Gate families picked out:
Scale bar: 50 um.
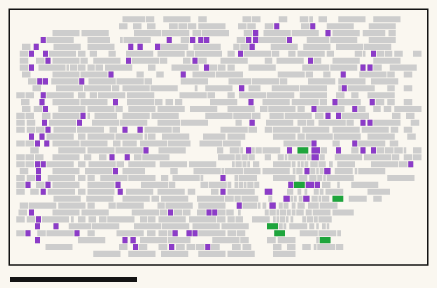
Zoomed window:
Scale bar: 5 um. Region (72, 60) to (92, 80) um. Cells in gray, sequential cells in the stronger gray; small squares are vias.
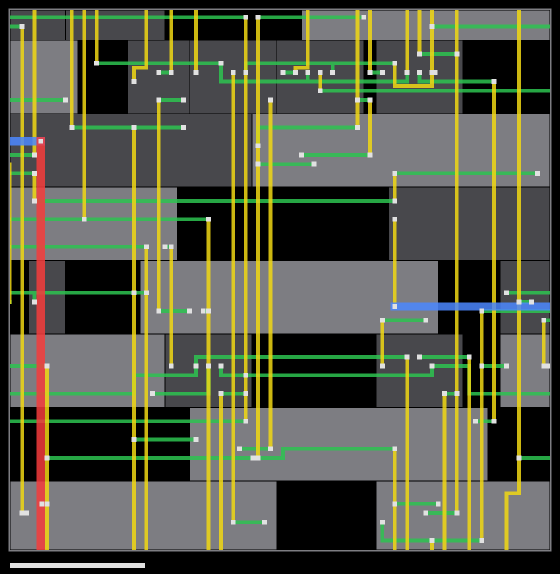
Metal layers overlaid:
Scale bar: 50 um.
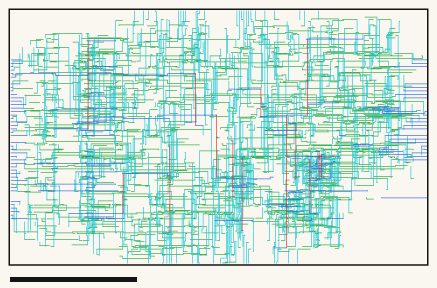
Track usage over the die:
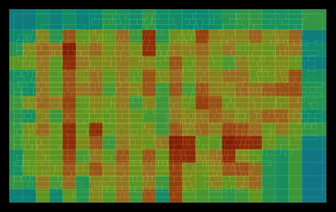
### config.mk
export PLATFORM = sky130hd
export DESIGN_NAME = dac_array_ctrl
export DESIGN_NICKNAME = d
export VERILOG_FILES = /design/src/rtl/dac_array_ctrl.sv
export SDC_FILE = /design/constraint.sdc
export NUM_CORES = 1
export LEC_CHECK = 0
export ABC_CLOCK_PERIOD_IN_PS = 4000
export CORE_ASPECT_RATIO = 0.6
export CORE_MARGIN = 2
export CORE_UTILIZATION = 55
export DETAILED_ROUTE_END_ITERATION = 6
export MAX_ROUTING_LAYER = met4
export PLACE_DENSITY = 0.88
export REMOVE_ABC_BUFFERS = 1
export SKIP_LAST_GASP = 1
export SYNTH_ARGS = -nofsm -noshare
export SYNTH_HDL_FRONTEND = slang
export SYNTH_SLANG_ARGS = --single-unit
export TNS_END_PERCENT = 1
### constraint.sdc
create_clock -name clk -period 4 [get_ports clk]
set_clock_uncertainty 0.1 [all_clocks]
set_input_delay 0.8 -clock clk [delete_from_list [all_inputs] [get_ports clk]]
set_output_delay 0.8 -clock clk [all_outputs]
set_load 0.01 [all_outputs]
### src/rtl/dac_array_ctrl.sv
// Multi-channel serial DAC controller: shifts pending channel frames out in parallel
// on a shared scl, then commits them together with a single ldac pulse.
module dac_array_ctrl #(
  parameter int unsigned NCH     = 3,
  parameter int unsigned FRAME_W = 32,
  parameter int unsigned CLK_DIV = 4,
  parameter int unsigned LDAC_W  = 2,
  parameter int unsigned RST_W   = 16
) (
  input  logic                   clk,
  input  logic                   rst,
  input  logic [NCH*FRAME_W-1:0] cmd,
  input  logic [NCH-1:0]         cmd_vld,
  output logic                   busy,
  output logic                   done,
  output logic [NCH-1:0]         sync,
  output logic                   scl,
  output logic [NCH-1:0]         sdo,
  output logic                   ldac,
  output logic                   drst
);

  localparam int unsigned MAX_A   = (CLK_DIV > LDAC_W) ? CLK_DIV : LDAC_W;
  localparam int unsigned CNT_MAX = (MAX_A > RST_W) ? MAX_A : RST_W;
  localparam int unsigned CNT_W   = $clog2(CNT_MAX + 1);
  localparam int unsigned BIT_W   = (FRAME_W > 1) ? $clog2(FRAME_W) : 1;

  typedef enum logic [2:0] {
    S_INIT, S_IDLE, S_SETUP, S_SHIFT_LO, S_SHIFT_HI, S_HOLD, S_LDAC
  } state_t;

  state_t             state, state_nxt;
  logic [CNT_W-1:0]   cnt, cnt_nxt;
  logic [BIT_W-1:0]   bitn, bit_nxt;
  logic               start, shift_en, ldac_end;
  logic [NCH-1:0]     pend, sel;
  logic [FRAME_W-1:0] shadow [NCH];
  logic [FRAME_W-1:0] shreg  [NCH];
  logic               done_q;

  // State register and phase/bit counters
  always_ff @(posedge clk) begin
    if (rst) begin
      state <= S_INIT;
      cnt   <= '0;
      bitn  <= '0;
    end else begin
      state <= state_nxt;
      cnt   <= cnt_nxt;
      bitn  <= bit_nxt;
    end
  end

  // Next-state logic; cnt counts cycles within the current phase
  always_comb begin
    state_nxt = state;
    cnt_nxt   = cnt + CNT_W'(1);
    bit_nxt   = bitn;
    start     = 1'b0;
    shift_en  = 1'b0;
    ldac_end  = 1'b0;
    case (state)
      S_INIT: begin
        if (cnt == CNT_W'(RST_W - 1)) begin
          state_nxt = S_IDLE;
          cnt_nxt   = '0;
        end
      end
      S_IDLE: begin
        cnt_nxt = '0;
        if (|pend) begin
          start     = 1'b1;
          state_nxt = S_SETUP;
        end
      end
      S_SETUP: begin
        if (cnt == CNT_W'(CLK_DIV - 1)) begin
          state_nxt = S_SHIFT_LO;
          cnt_nxt   = '0;
          bit_nxt   = BIT_W'(FRAME_W - 1);
        end
      end
      S_SHIFT_LO: begin
        if (cnt == CNT_W'(CLK_DIV - 1)) begin
          state_nxt = S_SHIFT_HI;
          cnt_nxt   = '0;
        end
      end
      S_SHIFT_HI: begin
        if (cnt == CNT_W'(CLK_DIV - 1)) begin
          cnt_nxt = '0;
          if (bitn == '0) begin
            state_nxt = S_HOLD;
          end else begin
            state_nxt = S_SHIFT_LO;
            bit_nxt   = bitn - BIT_W'(1);
            shift_en  = 1'b1;
          end
        end
      end
      S_HOLD: begin
        if (cnt == CNT_W'(CLK_DIV - 1)) begin
          state_nxt = S_LDAC;
          cnt_nxt   = '0;
        end
      end
      S_LDAC: begin
        if (cnt == CNT_W'(LDAC_W - 1)) begin
          state_nxt = S_IDLE;
          cnt_nxt   = '0;
          ldac_end  = 1'b1;
        end
      end
      default: begin
        state_nxt = S_INIT;
        cnt_nxt   = '0;
      end
    endcase
  end

  // Output decode from registered state only
  always_comb begin
    busy = 1'b0;
    done = done_q;
    sync = '1;
    scl  = 1'b1;
    sdo  = '0;
    ldac = 1'b1;
    drst = (state != S_INIT);
    case (state)
      S_SETUP, S_SHIFT_LO, S_SHIFT_HI: begin
        busy = 1'b1;
        scl  = (state != S_SHIFT_LO);
        for (int i = 0; i < NCH; i++) begin
          sync[i] = ~sel[i];
          sdo[i]  = sel[i] & shreg[i][FRAME_W-1];
        end
      end
      S_HOLD: busy = 1'b1;
      S_LDAC: begin
        busy = 1'b1;
        ldac = 1'b0;
      end
      default: ;
    endcase
  end

  // Shadow/pending capture; strobes during a frame only affect the next one
  always_ff @(posedge clk) begin
    if (rst) begin
      pend   <= '0;
      sel    <= '0;
      done_q <= 1'b0;
      for (int i = 0; i < NCH; i++) begin
        shadow[i] <= '0;
        shreg[i]  <= '0;
      end
    end else begin
      done_q <= ldac_end;
      if (start) begin
        sel  <= pend;
        pend <= cmd_vld;
      end else begin
        pend <= pend | cmd_vld;
      end
      for (int i = 0; i < NCH; i++) begin
        if (cmd_vld[i]) shadow[i] <= cmd[i*FRAME_W +: FRAME_W];
        if (start)         shreg[i] <= pend[i] ? shadow[i] : '0;
        else if (shift_en) shreg[i] <= shreg[i] << 1;
      end
    end
  end

endmodule
==> out/qor.yml <==
detailed_routing:
  highest_layer: "met4"
  routed-wl-met2_mm: 7.65
  route.detailed.drc: 0
  antenna_left: 0
  routed-wl-met3_mm: 1.24
floorplan:
  core_area_um2: 15200
  die_width_um: 164
  rows: 35
  fp.dieH_um: 100
  initCoreUtil: 0.557
pwr:
  total_power_mw: 4.57
  swShare: 0.206
  p_int_mw: 3.63
  combPwrFrac: 0.048
  power.density_nw_per_um2: 439
  p_sw_mw: 0.943
  p_comb_mw: 0.222
  clkPwrFrac: 0.383
layout:
  inv_count: 10
  bufAreaShareNonClock: 0.114
  clkCellAreaFrac: 0.0576
  design_area_um2: 10400
  lay_top_count: "edfxtp_1"
  area_growth_pct: 22.7
  largest_class: "sequential cells"
  clockBufferCount: 26
  flop_area_um2: 6160
  diodes: 0
  seq_cell_count: 212
setup_path:
  cp.depth: 5
  r2r_cells: 5
  path_buffers: 2
  crit_path_end_kind: "output pin"
  path_max_fanout: 13
  regToRegSetupSlack_ps: 1090
  r2r_end: "shreg[1][3]"
  r2r-start: "state[0]"
  required_ps: 3100
  critical_path_arrival_ps: 2830
  cpMaxStageDelayCell: "o21ai_0"
final_timing:
  fin_setup_tns_ps: 0
  hold_viol: 0
  setup_viol: 0
  finalCriticalPeriod_ps: 3730
  grt_setup_unrepaired: "false"
  holdWs_ps: 381
  max_freq_mhz: 268
  finalWorstSetupSlack_ps: 274
  worst_pin_slew_ps: 815
  relSlewSlack: 0.456
logic_synthesis:
  simple_gate_share: 0.121
  aoi_share: 0.118
  area_leaders: "edfxtp_1 68%, a22o_1 9.6%, and2_1 7.2%, dfxtp_1 5.0%, clkbuf_1 1.1%"
  synth_adder_area_share: 0.00884
  common_cells: "191 x edfxtp_1, 98 x and2_1, 93 x a22o_1, 24 x clkbuf_1, 21 x dfxtp_1"
  synthesis.instances: 553
  most_common_cell: "edfxtp_1"
  yosysTopAreaCell: "edfxtp_1"
  mux_share: 0.00118
  syn_avg_cell_area_um2: 15.3
  yosysChipArea_um2: 8490
  yosysUniqueCellTypes: 47
  ys_seq_share: 0.725
  ys_sh_xor: 0.00310
  yosysCellCount: 553
  numSynthFlops: 212
cts:
  post_cts_resized: 0
  h-tree-depth: 1
  root_buffer: "clkbuf_16"
  cts.sinks: 212
  postCtsSetupBuffers: 0
  clockBufferDepth: 3
  cts_tree: "yes"
global_routing:
  antenna_found_initial: 0
  busiest_layer: "met2"
  met2_usage: 0.318
placed_design:
  dp_slack_ps: 906
  postPlaceCellArea_um2: 9810
  numPlacedInstances: 841
  place_hpwl_mm: 10.0
  gp_congestion: 0.784
min_path:
  hp-start: "cnt[0]"
  hold_depth: 1
run:
  drv_cap: 0
outcome:
  outcome: "finished, final reports clean"
Back to the opening pictures, 'gate families picked out':
family	color	cells
fa/ha/maj cells	green	6
and/or cells	purple	114

Back to the opening pictures, 'zoomed window':
layer	color
M4	red
M2	yellow
M3	blue
M1	green
cells with their middle in the window	17
sequential cells in the window	7
most frequent	edfxtp_1 (7), a22o_1 (5)
netlist names of flops here include	shreg (5), shadow (2)

Back to the opening pictures, 'metal layers overlaid':
layer	color	wire length
M1	green	7180 um
M4	red	335 um
M2	cyan	7650 um
M3	blue	1240 um
DRT Wirelength: 16.4 mm
GRT Total Usage: 0.204
via count: 5020

Back to the opening pictures, 'track usage over the die':
met1 global-route usage: 0.279
final core occ: 0.683
GR Util met3: 0.0421
drt wl/cell: 18.7 um

Power is estimated from default activity; no workload was simulated.
